`src/rtl/iobus_if.sv`:
```
// iobus_if: signal bundle between the two requesters (instruction fetch and
// data port), the iobus_arbiter and the shared memory port.
// The slave modport is the arbiter's view: it serves the I/D requesters and
// drives the memory port. The master modport is the opposite side, which
// owns the requesters and the memory responder.
interface iobus_if;
    // instruction-fetch port
    logic        i_req;
    logic [31:0] i_addr;
    logic [31:0] i_rdata;
    logic        i_ack;
    // data port
    logic        d_req;
    logic        d_we;
    logic [31:0] d_addr;
    logic [31:0] d_wdata;
    logic [31:0] d_rdata;
    logic        d_ack;
    // timeout flag, qualified by i_ack/d_ack
    logic        err;
    // shared memory port
    logic        m_req;
    logic        m_we;
    logic [31:0] m_addr;
    logic [31:0] m_wdata;
    logic [31:0] m_rdata;
    logic        m_ack;

    modport slave (
        input  i_req, i_addr, d_req, d_we, d_addr, d_wdata, m_rdata, m_ack,
        output i_rdata, i_ack, d_rdata, d_ack, err, m_req, m_we, m_addr, m_wdata
    );

    modport master (
        output i_req, i_addr, d_req, d_we, d_addr, d_wdata, m_rdata, m_ack,
        input  i_rdata, i_ack, d_rdata, d_ack, err, m_req, m_we, m_addr, m_wdata
    );
endinterface

```
`src/rtl/iobus_arbiter.sv`:
```
// iobus_arbiter: shares one memory port between an instruction-fetch and a
// data requester, one access outstanding at a time, with a per-access
// watchdog that aborts a grant that never sees m_ack.
// Optional feature: define ARB_RR_EN for round-robin arbitration of
// simultaneous requests; without it the data port always wins.
module iobus_arbiter #(
    parameter int TIMEOUT = 16
) (
    input  logic    clk,
    input  logic    rst,
    iobus_if.slave  bus
);

    typedef enum logic [1:0] {
        IDLE    = 2'd0,
        GRANT_I = 2'd1,
        GRANT_D = 2'd2,
        RESP    = 2'd3
    } state_t;

    // Watchdog value at which a grant without m_ack is abandoned.
    localparam logic [7:0] WD_LIMIT = 8'(TIMEOUT - 1);

    state_t      state_q, state_d;
    logic [7:0]  wd_q, wd_d;
    logic [31:0] addr_q, addr_d;
    logic        we_q, we_d;
    logic [31:0] wdata_q, wdata_d;
    logic [31:0] rdata_q, rdata_d;
    logic        port_q, port_d;     // served port: 1 = data, 0 = instruction
    logic        err_q, err_d;
`ifdef ARB_RR_EN
    logic        last_q, last_d;     // last served port: 1 = data, 0 = instruction
`endif

    logic        both_pick_d;        // winner when both requests are high
    logic        grant;

    // State and datapath registers; reset abandons any access in flight.
    always_ff @(posedge clk or posedge rst) begin
        if (rst) begin
            state_q <= IDLE;
            wd_q    <= 8'd0;
            addr_q  <= 32'd0;
            we_q    <= 1'b0;
            wdata_q <= 32'd0;
            rdata_q <= 32'd0;
            port_q  <= 1'b0;
            err_q   <= 1'b0;
`ifdef ARB_RR_EN
            last_q  <= 1'b0;
`endif
        end else begin
            state_q <= state_d;
            wd_q    <= wd_d;
            addr_q  <= addr_d;
            we_q    <= we_d;
            wdata_q <= wdata_d;
            rdata_q <= rdata_d;
            port_q  <= port_d;
            err_q   <= err_d;
`ifdef ARB_RR_EN
            last_q  <= last_d;
`endif
        end
    end

    // Next-state logic: arbitration, request latching, completion and watchdog.
    always_comb begin
        state_d = state_q;
        wd_d    = wd_q;
        addr_d  = addr_q;
        we_d    = we_q;
        wdata_d = wdata_q;
        rdata_d = rdata_q;
        port_d  = port_q;
        err_d   = err_q;
`ifdef ARB_RR_EN
        last_d      = last_q;
        // Alternate: give the simultaneous request to whoever was not served last.
        both_pick_d = ~last_q;
`else
        both_pick_d = 1'b1;
`endif

        case (state_q)
            IDLE: begin
                if (bus.d_req && (!bus.i_req || both_pick_d)) begin
                    state_d = GRANT_D;
                    addr_d  = bus.d_addr;
                    we_d    = bus.d_we;
                    wdata_d = bus.d_wdata;
                    wd_d    = 8'd0;
                    err_d   = 1'b0;
                end else if (bus.i_req) begin
                    state_d = GRANT_I;
                    addr_d  = bus.i_addr;
                    we_d    = 1'b0;
                    wdata_d = 32'd0;
                    wd_d    = 8'd0;
                    err_d   = 1'b0;
                end
            end

            GRANT_I, GRANT_D: begin
                // A late m_ack on the timeout cycle still counts as a completion.
                if (bus.m_ack) begin
                    rdata_d = bus.m_rdata;
                    port_d  = (state_q == GRANT_D);
                    err_d   = 1'b0;
                    state_d = RESP;
                end else if (wd_q == WD_LIMIT) begin
                    rdata_d = 32'd0;
                    port_d  = (state_q == GRANT_D);
                    err_d   = 1'b1;
                    state_d = RESP;
                end else begin
                    wd_d = wd_q + 8'd1;
                end
            end

            RESP: begin
                // Requests are not looked at here, so one dropped on its ACK
                // cycle is never serviced twice.
                state_d = IDLE;
`ifdef ARB_RR_EN
                last_d  = port_q;
`endif
            end

            default: state_d = IDLE;
        endcase
    end

    assign grant = (state_q == GRANT_I) || (state_q == GRANT_D);

    // Outputs decode from registered state only, so reset clears them at once.
    always_comb begin
        bus.m_req   = grant;
        bus.m_we    = grant ? we_q    : 1'b0;
        bus.m_addr  = grant ? addr_q  : 32'd0;
        bus.m_wdata = grant ? wdata_q : 32'd0;
        bus.i_ack   = (state_q == RESP) && !port_q;
        bus.d_ack   = (state_q == RESP) &&  port_q;
        bus.err     = (state_q == RESP) &&  err_q;
        bus.i_rdata = ((state_q == RESP) && !port_q) ? rdata_q : 32'd0;
        bus.d_rdata = ((state_q == RESP) &&  port_q) ? rdata_q : 32'd0;
    end

endmodule
```
`src/flat_wrapper.sv`:
```
// flat-port wrapper written by rule: the top's interface ports become plain ports
module iobus_arbiter_flat 
#(
    parameter int TIMEOUT = 16
)
  (clk, rst, bus_i_req, bus_i_addr, bus_d_req, bus_d_we, bus_d_addr, bus_d_wdata, bus_m_rdata, bus_m_ack, bus_i_rdata, bus_i_ack, bus_d_rdata, bus_d_ack, bus_err, bus_m_req, bus_m_we, bus_m_addr, bus_m_wdata);
  iobus_if bus_i ();
  input  logic clk;
  input  logic rst;
  input wire logic [$bits(bus_i.i_req)-1:0] bus_i_req;
  input wire logic [$bits(bus_i.i_addr)-1:0] bus_i_addr;
  input wire logic [$bits(bus_i.d_req)-1:0] bus_d_req;
  input wire logic [$bits(bus_i.d_we)-1:0] bus_d_we;
  input wire logic [$bits(bus_i.d_addr)-1:0] bus_d_addr;
  input wire logic [$bits(bus_i.d_wdata)-1:0] bus_d_wdata;
  input wire logic [$bits(bus_i.m_rdata)-1:0] bus_m_rdata;
  input wire logic [$bits(bus_i.m_ack)-1:0] bus_m_ack;
  output wire logic [$bits(bus_i.i_rdata)-1:0] bus_i_rdata;
  output wire logic [$bits(bus_i.i_ack)-1:0] bus_i_ack;
  output wire logic [$bits(bus_i.d_rdata)-1:0] bus_d_rdata;
  output wire logic [$bits(bus_i.d_ack)-1:0] bus_d_ack;
  output wire logic [$bits(bus_i.err)-1:0] bus_err;
  output wire logic [$bits(bus_i.m_req)-1:0] bus_m_req;
  output wire logic [$bits(bus_i.m_we)-1:0] bus_m_we;
  output wire logic [$bits(bus_i.m_addr)-1:0] bus_m_addr;
  output wire logic [$bits(bus_i.m_wdata)-1:0] bus_m_wdata;
  assign bus_i.i_req = bus_i_req;
  assign bus_i.i_addr = bus_i_addr;
  assign bus_i.d_req = bus_d_req;
  assign bus_i.d_we = bus_d_we;
  assign bus_i.d_addr = bus_d_addr;
  assign bus_i.d_wdata = bus_d_wdata;
  assign bus_i.m_rdata = bus_m_rdata;
  assign bus_i.m_ack = bus_m_ack;
  assign bus_i_rdata = bus_i.i_rdata;
  assign bus_i_ack = bus_i.i_ack;
  assign bus_d_rdata = bus_i.d_rdata;
  assign bus_d_ack = bus_i.d_ack;
  assign bus_err = bus_i.err;
  assign bus_m_req = bus_i.m_req;
  assign bus_m_we = bus_i.m_we;
  assign bus_m_addr = bus_i.m_addr;
  assign bus_m_wdata = bus_i.m_wdata;
  iobus_arbiter #(.TIMEOUT(TIMEOUT)) u_core (.clk(clk), .rst(rst), .bus(bus_i));
endmodule
```
`config.mk`:
```
export PLATFORM = sky130hd
export DESIGN_NAME = iobus_arbiter_flat
export DESIGN_NICKNAME = d
export VERILOG_FILES = /design/src/rtl/iobus_if.sv /design/src/rtl/iobus_arbiter.sv /design/src/flat_wrapper.sv
export SDC_FILE = /design/constraint.sdc
export NUM_CORES = 1
export LEC_CHECK = 0
export ABC_AREA = 1
export CORE_UTILIZATION = 45
export CTS_CLUSTER_DIAMETER = 60
export CTS_CLUSTER_SIZE = 28
export DETAILED_ROUTE_END_ITERATION = 8
export GPL_ROUTABILITY_DRIVEN = 1
export PLACE_DENSITY_LB_ADDON = 0.05
export SLEW_MARGIN = 20
export SYNTH_ARGS = -nofsm -noshare
export SYNTH_HDL_FRONTEND = slang
export SYNTH_SLANG_ARGS = --single-unit
```
`constraint.sdc`:
```
create_clock -name clk -period 7 [get_ports clk]
set_input_delay 1.05 -clock clk [delete_from_list [all_inputs] [get_ports clk]]
set_output_delay 1.05 -clock clk [all_outputs]
set_load 0.005 [all_outputs]
```
**Drive-strength map**

Bar = 20 um.
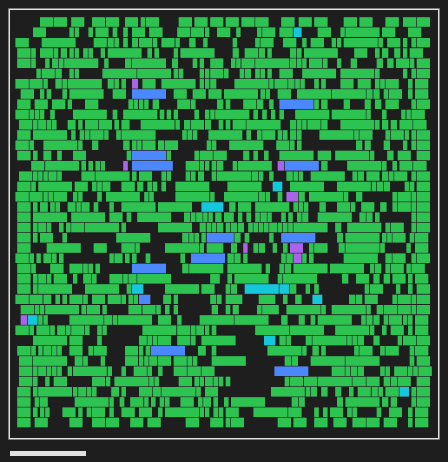
Cyan stands for _3 and _4 cells, cells 10, share 0.99%. Green stands for _0 and _1 cells, cells 982, share 97%. Purple stands for _2 cells, cells 8, share 0.79%. Blue stands for _6 and larger, cells 12, share 1.2%.
Final Cell Area: 8590 um^2
post-route setup slack: 3.43 ns
Synth-to-Final Area Change: 53.9%

**Clock distribution**

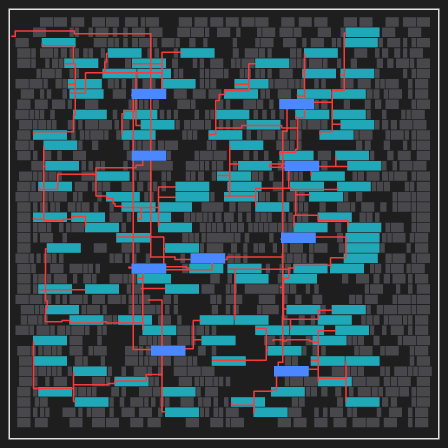
Red stands for clock wires, length 1260 um. Blue stands for clock drivers, count 9. Cyan stands for flip-flops, count 109.
Position of the flops: all over the die. There are 10 routed clock nets.
Skew-Pair Late Insertion Delay: 0.35 ns
skew final: 0.00649 ns
Clk. pwr: 512 uW
clock network power share: 0.147

==> results.json <==
{
  "status": "finished clean",
  "critPathKind": "register to output port",
  "holdPathEnd": "u_core.wdata_q[19]$_DFFE_PP0P_",
  "fp_util": 0.463,
  "htreeDepth": 3,
  "yosysTopAreaCell": "dfrtp_1",
  "edf_count": 0,
  "cts_setup_buffers": 0,
  "cts_buffer_depth": 2,
  "yosys_most_used_dff": "dfrtp_1",
  "yosys-stat-cells": 775,
  "crit_end": "bus_m_wdata[5]",
  "die_h_um": 113,
  "warning_count": 30,
  "hpwl_um": 10800,
  "antenna_found_initial": 0,
  "worst_hold_path_type": "register to register",
  "worstHoldStart": "u_core.wdata_q[19]$_DFFE_PP0P_",
  "viasPerCell": 4.70,
  "critPathTopFamily": "buffers and inverters",
  "numCtsBuffers": 9,
  "ant_nets": 0,
  "worst_r2r_startpoint": "u_core.state_q[0]$_DFFE_PP0P_",
  "fmax_ghz": 0.280,
  "nets": 1146,
  "startpoint_type": "register",
  "die-area_um2": 12900,
  "cts_root_buf": "clkbuf_16",
  "overflow": 0,
  "port_buffers": 266,
  "drt_iter0_markers": 380,
  "most_common_cell": "nand2_1",
  "synth_warnings": 0,
  "r2r_cells": 5,
  "yosysSeqAreaShare": 0.489,
  "path_cells": "inv_1 -> ha_4 -> buf_12 -> nand2_1 -> inv_1 -> clkdlybuf4s50_1",
  "maxCapViolations": 0,
  "dp_slack_ns": 3.49,
  "arrival_ns": 2.52,
  "diodes": 0,
  "drc_errors": 0,
  "cpPeakStageDelay_ns": 0.66,
  "crit_path_frequent_cell": "inv_1",
  "final-comb-area_um2": 2210,
  "grt_pass1_vias": 5200,
  "dpl-instance-area_um2": 8270,
  "fin_tns_setup_ns": 0,
  "final_cells": 1180,
  "slowest_stage": "ha_4",
  "ir_worst_vdd_mv": 0.280,
  "crit_path_start": "u_core.state_q[1]$_DFFE_PP0P_"
}
**Sequential cells colored by netlist name**

Bar = 20 um.
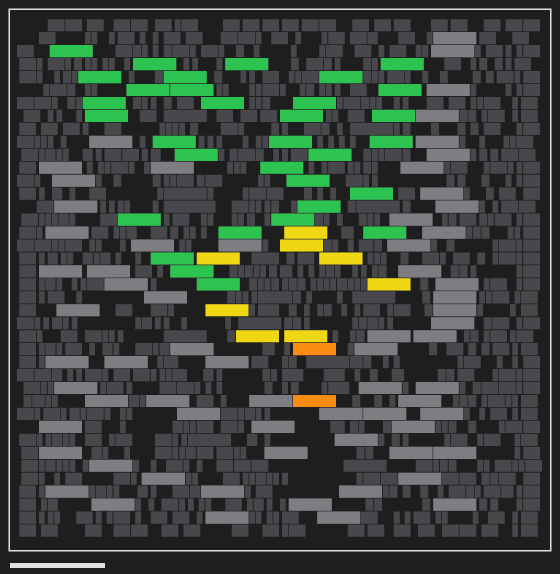
Yellow stands for u_core.wd_q, placed flops 8, where center. Orange stands for u_core.state_q, placed flops 2. Green stands for u_core.wdata_q, placed flops 32.
sequential cell area: 2730 um^2
fin util: 0.712
sequential power: 1.07 mW
Seq/total area: 0.318

[flip-flops by register name, summed over array words and instances (netlist names)]
name	flops
u_core.we_q	1
u_core.state_q	2
u_core.wdata_q	32
u_core.err_q	1
u_core.wd_q	8
u_core.addr_q	32
u_core.rdata_q	32
u_core.port_q	1
[stage by stage]
step	util	total power, mW	hold WS (ns)
3_3_place_gp	0.685	2.94	0.453
2_1_floorplan	-	2.07	0.442
6_report	0.712	3.49	0.474
4_1_cts	0.710	3.50	0.476
5_1_grt	0.712	3.79	0.492
3_5_place_dp	0.685	2.97	0.458
[area by class of cell]
| class | instances | share of cell area |
|---|---|---|
| inverters | 113 | 0.0497 |
| clock inverters | 7 | 0.00860 |
| multi-input cells | 503 | 0.258 |
| clock buffers | 9 | 0.0262 |
| flip-flops and latches | 109 | 0.318 |
| well taps | 168 | 0.0245 |
| repair buffers | 271 | 0.315 |
[logic make-up (layout without fill, tap and decap cells)]
family | Yosys count | count (layout) | share of synthesized area
buf+inv | 163 | 400 | 0.117
simple gates | 411 | 411 | 0.295
compound gates | 87 | 87 | 0.0883
flops | 109 | 109 | 0.489
fa+ha+maj | 5 | 5 | 0.0112
[cells in the final DEF, fill, tap and decap left out, types with 2 or more instances in the layout]
cell,instances
nand3_1,71
clkinv_4,2
o21ai_0,34
clkinv_2,2
inv_2,2
clkbuf_16,9
ha_1,4
dfrtp_1,109
buf_4,4
o21ai_1,16
a21oi_1,2
clkdlybuf4s50_1,265
a31oi_1,32
inv_1,110
nand2_1,225
nor2_1,111
[report_power, final]
group	internal [mW]	switching [mW]
registers	0.931	0.143
clock network	0.279	0.233
logic	0.906	1.00
total	2.12	1.38
[layer usage]
layer  routed length (um)  track usage
met2                 7460        0.418
met1                 6850        0.328
met4                  320       0.0939
met5                    0            0
met3                 1160       0.0632
Power and IR drop assume default switching activity.
